run_1/metal_density.png
Drawn at 4 px/µm. 17 x 17 tiles, from dark blue (low) to red (high), scaled to the fullest tile. Values are wire area over tile area, all layers added.
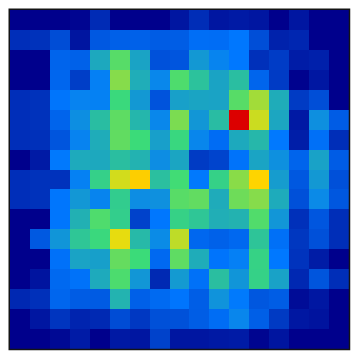
run_1/wires.png
Drawn at 4 px/µm. Only two layers are drawn.
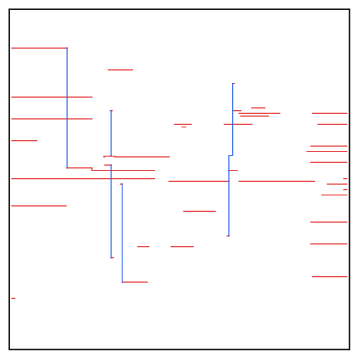
run_1/flops_by_reg.png
Drawn at 6 px/µm. Other sequential cells in the stronger grey, the rest of the logic in the fainter grey.
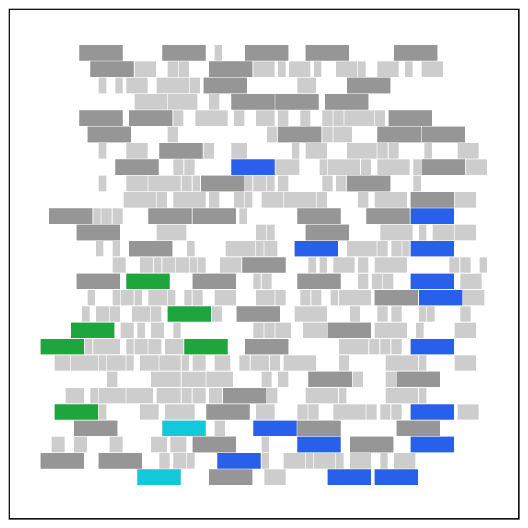
**config.mk**
```make
export PLATFORM = sky130hd
export DESIGN_NAME = adc_spi_responder_flat
export DESIGN_NICKNAME = d
export VERILOG_FILES = /design/src/rtl/adc_spi_responder_if.sv /design/src/rtl/adc_spi_responder.sv /design/src/flat_wrapper.sv
export SDC_FILE = /design/constraint.sdc
export NUM_CORES = 1
export LEC_CHECK = 0
export CORE_MARGIN = 5
export CORE_UTILIZATION = 55
export DETAILED_ROUTE_END_ITERATION = 7
export DONT_BUFFER_PORTS = 1
export GPL_TIMING_DRIVEN = 0
export PLACE_DENSITY = 0.7
export SLEW_MARGIN = 20
export SYNTH_ARGS = -nofsm -noshare
export SYNTH_HDL_FRONTEND = slang
export SYNTH_SLANG_ARGS = --single-unit
```
**constraint.sdc**
```tcl
create_clock -name clk -period 2.2 [get_ports clk]
set_clock_uncertainty 0.2 [all_clocks]
set_input_delay 0.55 -clock clk [delete_from_list [all_inputs] [get_ports clk]]
set_output_delay 0.55 -clock clk [all_outputs]
set_load 0.005 [all_outputs]
```
**src/rtl/adc_spi_responder_if.sv**
```systemverilog
// SPI-side pins of the ADC responder: conversion strobe and serial clock
// from the master, serial data and its drive-enable back to the master.
interface adc_spi_responder_if;
  logic ad_conv;
  logic spi_sck;
  logic spi_miso;
  logic miso_oe;

  modport master (
    output ad_conv,
    output spi_sck,
    input  spi_miso,
    input  miso_oe
  );

  modport slave (
    input  ad_conv,
    input  spi_sck,
    output spi_miso,
    output miso_oe
  );
endinterface

```
**src/rtl/adc_spi_responder.sv**
```systemverilog
// adc_spi_responder: slave-side model of a two-channel sampling ADC serial
// port. A conversion strobe latches the held samples into a frame, which is
// then shifted out on MISO one slot per detected SCK falling edge:
//   LEAD high-Z, channel A MSB first, LEAD high-Z, channel B MSB first, TAIL high-Z.
// SCK and AD_CONV are asynchronous and are synchronized into clk.
// SYNC_STAGES must be at least 2.
// Optional build macro ADC_RESP_STATS_EN adds frame_count / overrun_count.
module adc_spi_responder #(
  parameter int DATA_W      = 14,
  parameter int LEAD_BITS   = 2,
  parameter int TAIL_BITS   = 2,
  parameter int SYNC_STAGES = 2
) (
  input  logic                clk,
  input  logic                reset,
  adc_spi_responder_if.slave  spi,
  input  logic [DATA_W-1:0]   sample_a,
  input  logic [DATA_W-1:0]   sample_b,
  input  logic                sample_valid,
  output logic                busy,
  output logic                frame_done,
  output logic                overrun,
  output logic                stale
`ifdef ADC_RESP_STATS_EN
  ,
  output logic [15:0]         frame_count,
  output logic [15:0]         overrun_count
`endif
);

  localparam int FRAME_BITS = 2*LEAD_BITS + 2*DATA_W + TAIL_BITS;
  localparam int POS_W      = $clog2(FRAME_BITS + 1);

  // Slot boundaries; the *_END values are exclusive.
  localparam logic [POS_W-1:0] A_FIRST   = POS_W'(LEAD_BITS);
  localparam logic [POS_W-1:0] A_END     = POS_W'(LEAD_BITS + DATA_W);
  localparam logic [POS_W-1:0] B_FIRST   = POS_W'(2*LEAD_BITS + DATA_W);
  localparam logic [POS_W-1:0] B_END     = POS_W'(2*LEAD_BITS + 2*DATA_W);
  localparam logic [POS_W-1:0] LAST_POS  = POS_W'(FRAME_BITS - 1);
  localparam logic [POS_W-1:0] FRAME_END = POS_W'(FRAME_BITS);
  localparam logic [POS_W-1:0] POS_ONE   = POS_W'(1);

  typedef enum logic [1:0] {IDLE, SHIFT, DONE} state_t;

  state_t state, next_state;

  logic [SYNC_STAGES-1:0] sck_sync;
  logic [SYNC_STAGES-1:0] conv_sync;
  logic                   sck_d;
  logic                   conv_d;
  logic                   sck_fall;
  logic                   conv_rise;

  logic [POS_W-1:0]  bit_pos;
  logic [DATA_W-1:0] hold_a;
  logic [DATA_W-1:0] hold_b;
  logic              fresh;
  logic [DATA_W-1:0] sh_a;
  logic [DATA_W-1:0] sh_b;
  logic              in_a;
  logic              in_b;
  logic              miso_q;
  logic              oe_q;

  assign sck_fall  = sck_d & ~sck_sync[SYNC_STAGES-1];
  assign conv_rise = conv_sync[SYNC_STAGES-1] & ~conv_d;

  assign in_a = (bit_pos >= A_FIRST) && (bit_pos < A_END);
  assign in_b = (bit_pos >= B_FIRST) && (bit_pos < B_END);

  assign busy         = (state == SHIFT);
  assign frame_done   = (state == DONE);
  assign spi.spi_miso = miso_q;
  assign spi.miso_oe  = oe_q;

  // Bring SCK and AD_CONV into clk, keeping one extra flop for edge detection.
  always_ff @(posedge clk) begin
    if (reset) begin
      sck_sync  <= '0;
      conv_sync <= '0;
      sck_d     <= 1'b0;
      conv_d    <= 1'b0;
    end else begin
      sck_sync  <= {sck_sync[SYNC_STAGES-2:0], spi.spi_sck};
      conv_sync <= {conv_sync[SYNC_STAGES-2:0], spi.ad_conv};
      sck_d     <= sck_sync[SYNC_STAGES-1];
      conv_d    <= conv_sync[SYNC_STAGES-1];
    end
  end

  // Frame state register.
  always_ff @(posedge clk) begin
    if (reset) begin
      state <= IDLE;
    end else begin
      state <= next_state;
    end
  end

  // A conversion edge (re)starts a frame from any state; the last SCK fall ends it.
  always_comb begin
    next_state = state;
    case (state)
      IDLE:    if (conv_rise) next_state = SHIFT;
      SHIFT: begin
        if (conv_rise) begin
          next_state = SHIFT;
        end else if (sck_fall && (bit_pos == LAST_POS)) begin
          next_state = DONE;
        end
      end
      DONE:    next_state = conv_rise ? SHIFT : IDLE;
      default: next_state = IDLE;
    endcase
  end

  // Holding register, frame load on conversion, and slot advance on SCK falls.
  always_ff @(posedge clk) begin
    if (reset) begin
      hold_a  <= '0;
      hold_b  <= '0;
      fresh   <= 1'b0;
      sh_a    <= '0;
      sh_b    <= '0;
      stale   <= 1'b0;
      overrun <= 1'b0;
      bit_pos <= '0;
    end else begin
      overrun <= 1'b0;
      if (sample_valid) begin
        hold_a <= sample_a;
        hold_b <= sample_b;
        fresh  <= 1'b1;
      end
      if (conv_rise) begin
        sh_a    <= sample_valid ? sample_a : hold_a;
        sh_b    <= sample_valid ? sample_b : hold_b;
        stale   <= ~(sample_valid | fresh);
        fresh   <= 1'b0;
        bit_pos <= '0;
        overrun <= (state == SHIFT);
      end else if ((state == SHIFT) && sck_fall) begin
        if (bit_pos != FRAME_END) begin
          bit_pos <= bit_pos + POS_ONE;
        end
        if (in_a) begin
          sh_a <= {sh_a[DATA_W-2:0], 1'b0};
        end
        if (in_b) begin
          sh_b <= {sh_b[DATA_W-2:0], 1'b0};
        end
      end
    end
  end

  // Registered MISO slot: driven data in channel slots, released elsewhere.
  always_ff @(posedge clk) begin
    if (reset || (state != SHIFT)) begin
      oe_q   <= 1'b0;
      miso_q <= 1'b0;
    end else begin
      oe_q   <= in_a | in_b;
      miso_q <= in_a ? sh_a[DATA_W-1] : (in_b ? sh_b[DATA_W-1] : 1'b0);
    end
  end

`ifdef ADC_RESP_STATS_EN
  // Free-running event counters; they wrap naturally at 16 bits.
  always_ff @(posedge clk) begin
    if (reset) begin
      frame_count   <= '0;
      overrun_count <= '0;
    end else begin
      if (frame_done) begin
        frame_count <= frame_count + 16'd1;
      end
      if (overrun) begin
        overrun_count <= overrun_count + 16'd1;
      end
    end
  end
`endif

endmodule

```
**src/flat_wrapper.sv**
```systemverilog
// flat-port wrapper written by rule: the top's interface ports become plain ports
module adc_spi_responder_flat 
#(
  parameter int DATA_W      = 14,
  parameter int LEAD_BITS   = 2,
  parameter int TAIL_BITS   = 2,
  parameter int SYNC_STAGES = 2
)
  (clk, reset, sample_a, sample_b, sample_valid, busy, frame_done, overrun, stale, spi_ad_conv, spi_spi_sck, spi_spi_miso, spi_miso_oe);
  adc_spi_responder_if spi_i ();
  input  logic clk;
  input  logic reset;
  input  logic [DATA_W-1:0] sample_a;
  input  logic [DATA_W-1:0] sample_b;
  input  logic sample_valid;
  output logic busy;
  output logic frame_done;
  output logic overrun;
  output logic stale;
  input wire logic [$bits(spi_i.ad_conv)-1:0] spi_ad_conv;
  input wire logic [$bits(spi_i.spi_sck)-1:0] spi_spi_sck;
  output wire logic [$bits(spi_i.spi_miso)-1:0] spi_spi_miso;
  output wire logic [$bits(spi_i.miso_oe)-1:0] spi_miso_oe;
  assign spi_i.ad_conv = spi_ad_conv;
  assign spi_i.spi_sck = spi_spi_sck;
  assign spi_spi_miso = spi_i.spi_miso;
  assign spi_miso_oe = spi_i.miso_oe;
  adc_spi_responder #(.DATA_W(DATA_W), .LEAD_BITS(LEAD_BITS), .TAIL_BITS(TAIL_BITS), .SYNC_STAGES(SYNC_STAGES)) u_core (.clk(clk), .reset(reset), .spi(spi_i), .sample_a(sample_a), .sample_b(sample_b), .sample_valid(sample_valid), .busy(busy), .frame_done(frame_done), .overrun(overrun), .stale(stale));
endmodule
```
==> out/qor.yml, run 1 <==
logic_synthesis:
  synth_cell_types: 33
  top_cells_by_count: "dfxtp_1, nor3_1, nor2_1"
  synthTopCellsByArea: "dfxtp_1, a2111oi_2, mux2i_1"
  top_area_cell: "dfxtp_1"
  ys_sh_mux_pct: 9.466
  syn_area_mm2: 0.003067
  top_area_share_pct: 48.96
  ys_ff: 75
  ys_sh_aoi_pct: 13.34
  yosysWarnings: 0
  fp_nets: 339
  ys_chip_area_mm2: 0.003067
  edf_count: 0
  yosys_most_used_dff: "dfxtp_1"
  ys_seq_share_pct: 48.96
  syn_inst: 303
  syn_avg_cell_area_um2: 10.12
  async_flop_share_pct: 0
placement:
  place_inst: 375
  dpl-instance-area_mm2: 0.003157
  io_buffer_count: 0
  place_congestion: 0.7689
  dp_slack_ns: 0.1862
clock_network:
  cts_resized: 0
  root_buffer: "clkbuf_8"
  cts_buffers: 9
  cts_sinks: 75
  clock_latency_ns: 0.33
  postCtsSetupBuffers: 0
  clk_pin_slew_ns: 0.07
  cts_tree: "built"
  htree_levels: 3
  ctsHoldBuffers: 0
  cts_max_path_buffers: 2
die:
  floorplan.core_util_pct: 56.04
  fp.dieH_um: 84.67
  rows: 27
  die_w_um: 84.67
  core_area_mm2: 0.005473
  taps: 72
  die_area_mm2: 0.007169
  io_pins: 39
cells_and_area:
  fin_cells: 389
  lay_top_count: "dfxtp_1"
  final.clkbuf_count: 10
  n_all_inverters: 5
  fill_cells: 477
  seq_share_pct: 45.44
  insertedDiodeCount: 0
  layout_top_cells: "dfxtp_1, nor3_1, nor2_1"
  finish.instance_area_mm2: 0.003304
  clkCellAreaFrac_pct: 4.468
  seq_cells: 75
  comb_area_mm2: 0.001405
  fin_util_pct: 60.38
  comb_cells: 195
  buf_share_pct: 4.279
  fin_nets: 350
  areaGrowthSynthToFinish_pct: 7.752
  nNonClkBuffers: 28
  layout-drive-gt1-share_pct: 16.40
routing:
  first_pass_iters: 4
  route.detailed.drc: 0
  route.met3.wl_um: 332
  wl_met1_um: 2839
  drtAntennaViolNets: 0
  drt_iter0_drc: 124
  routed-wl-met2_um: 2816
  top_layer: "met4"
power:
  clockPowerShare_pct: 33.8
  p_int_uw: 1893
  p_leak_uw: 0.001235
  power-top-group: "registers"
  vdd_ir_drop_max_v: 0.0004096
  p_sw_share_pct: 24.32
  pwr-share-seq_pct: 57.8
  p_seq_uw: 1450
  switching_power_uw: 608.4
  pg_clk_uw: 847
  power_density_mw_per_mm2: 757.1
  finalPower_uw: 2502
global_routing:
  grt_antenna_before_repair: 0
  met3_usage_pct: 4.711
  grt_pass1_vias: 2266
  grt_max_degree: 12
  use_met2_pct: 28.54
  use_met1_pct: 23.65
  grt_overflow: 0
  grt_pass1_wl_um: 10590
  grt_most_used_layer: "met2"
sta:
  fmax_ghz: 0.5040
  timing_hold_violations_final: 0
  rsz0062_at_grt: "false"
  slew_viol_final: 0
  worst_slack_ns: 0.2160
  fin_tns_setup_ns: 0
  holdWs_ns: 0.1606
  finalCritPeriodShare_pct: 90.18
  worstMarginPinSlew_ns: 0.6464
setup_path:
  path_buffers: 2
  endpoint: "u_core.sh_a[10]"
  crit_type: "reg2reg"
  r2r_start: "u_core.state[1]"
  r2r-end: "u_core.sh_a[10]"
  path_cells: "nand4bb_1, or4_1, buf_2, buf_6, nor3_1, a2111oi_2"
  end_kind: "register"
  cp_top_family: "simple AND/OR/NAND/NOR gates"
  cp_slowest_cell: "or4_1"
  rr_worst_depth: 6
  cp-start-kind: "register"
  cpPeakStageDelay_ns: 0.43
  r2r_slack_ns: 0.22
  arrival_ns: 1.99
run_status:
  outcome: "finished clean"
job:
  drv_cap: 0
  warnings: 28
worst_hold_path:
  hold-path-cell-count: 1
  hold_end: "u_core.sck_sync[0]"
  hold_class: "in2reg"
  min_from: "spi_spi_sck"
About metal_density.png:
9.0% of the tiles are over half the peak. 14% of the tiles are nearly empty. The densest ninth of the die: middle. The fullest tile reaches 0.58. The mean over all tiles is 0.14.
Vias: 2230
WL/cell: 15.72 µm
Detailed Route WL: 6116 µm
gr usage total: 18.32%

About wires.png:
Key: blue = metal 4 [wire length 128 µm]; red = metal 3 [wire length 333 µm]

About flops_by_reg.png:
Key: green = u_core.bit_pos [placed flops 6]; blue = u_core.hold_a [placed flops 14]; cyan = u_core.state [placed flops 2]
Another 53 sequential cells are not coloured.

run_1/placement.png
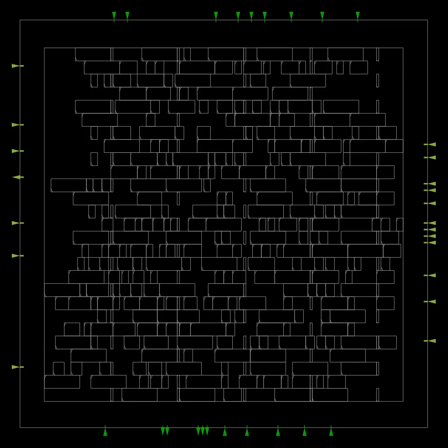

==> inputs of run 2 (changes only) <==
- CORE_UTILIZATION: 55 -> 46
- PLACE_DENSITY: 0.7 -> unset
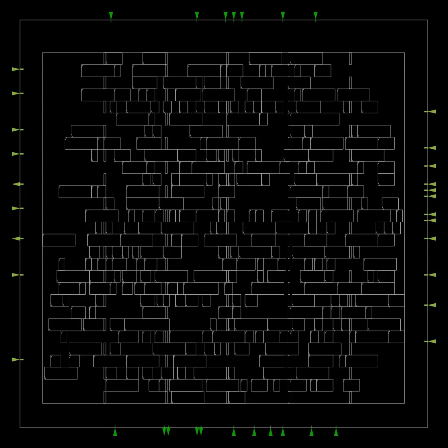
run_2/placement.png
Finished Layout Cells: 396
fill count: 599
Seq/total area: 44.40%

==> out/qor.yml, run 2 <==
cells_and_area:
  layout_top_cells: "dfxtp_1, nor3_1, nor2_1"
  final.clkbuf_count: 10
  areaGrowthSynthToFinish_pct: 10.28
  insertedDiodeCount: 0
  clkCellAreaFrac_pct: 5.734
  lay_top_count: "dfxtp_1"
  buf_share_pct: 4.181
placement:
  place_inst: 380
  io_buffer_count: 0
  dp_slack_ns: 0.1520
setup_path:
  path_cells: "and4bb_2, nand4_1, buf_4, nor3_1, a2111oi_2"
  r2r-end: "u_core.sh_b[9]"
  cpPeakStageDelay_ns: 0.45
  endpoint: "u_core.sh_b[9]"
  rr_worst_depth: 5
  arrival_ns: 2.05
  r2r_start: "u_core.state[0]"
  cp_top_family: "simple AND/OR/NAND/NOR gates"
run_status:
  outcome: "finished clean"
sta:
  fin_tns_setup_ns: 0
  fmax_ghz: 0.4889
  timing_hold_violations_final: 0
  finalCritPeriodShare_pct: 92.97
  slew_viol_final: 0
clock_network:
  cts_resized: 0
  cts_tree: "built"
  clock_latency_ns: 0.35
  root_buffer: "clkbuf_8"
  cts_max_path_buffers: 2
  cts_buffers: 9
  cts_sinks: 75
global_routing:
  grt_pass1_vias: 2085
  use_met2_pct: 21.97
  use_met1_pct: 22.97
  grt_most_used_layer: "met1"
  grt_pass1_wl_um: 10730
  grt_max_degree: 14
power:
  vdd_ir_drop_max_v: 0.0003625
  finalPower_uw: 2698
  power-top-group: "registers"
  clockPowerShare_pct: 38.7
  p_int_uw: 2027
logic_synthesis:
  yosysWarnings: 0
  ys_sh_aoi_pct: 13.34
  fp_nets: 339
  top_area_share_pct: 48.96
  top_area_cell: "dfxtp_1"
  synth_cell_types: 33
  async_flop_share_pct: 0
  yosys_most_used_dff: "dfxtp_1"
  ys_ff: 75
  ys_sh_mux_pct: 9.466
  ys_chip_area_mm2: 0.003067
  syn_area_mm2: 0.003067
die:
  io_pins: 39
  floorplan.core_util_pct: 47.75
  die_w_um: 91.65
  taps: 77
  die_area_mm2: 0.008400
  core_area_mm2: 0.006422
worst_hold_path:
  hold_class: "in2reg"
  min_from: "spi_ad_conv"
routing:
  first_pass_iters: 4
  routed-wl-met2_um: 2715
  drtAntennaViolNets: 0
  route.met3.wl_um: 360
  route.detailed.drc: 0
  wl_per_cell_um: 16.13
job:
  drv_cap: 0
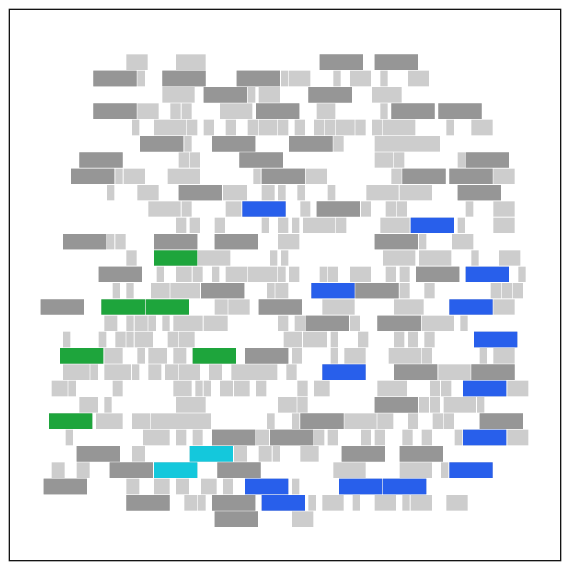
run_2/flops_by_reg.png
Drawn at 6 px/µm. Other sequential cells in the stronger grey, the rest of the logic in the fainter grey.
Key: green = u_core.bit_pos [placed flops 6, where left middle]; cyan = u_core.state [placed flops 2]; blue = u_core.hold_a [placed flops 14]
Another 53 sequential cells are not coloured.
fin util: 52.66%
total sequential power: 1450 µW

No activity file was given, so power comes from the tool's default toggle rates.
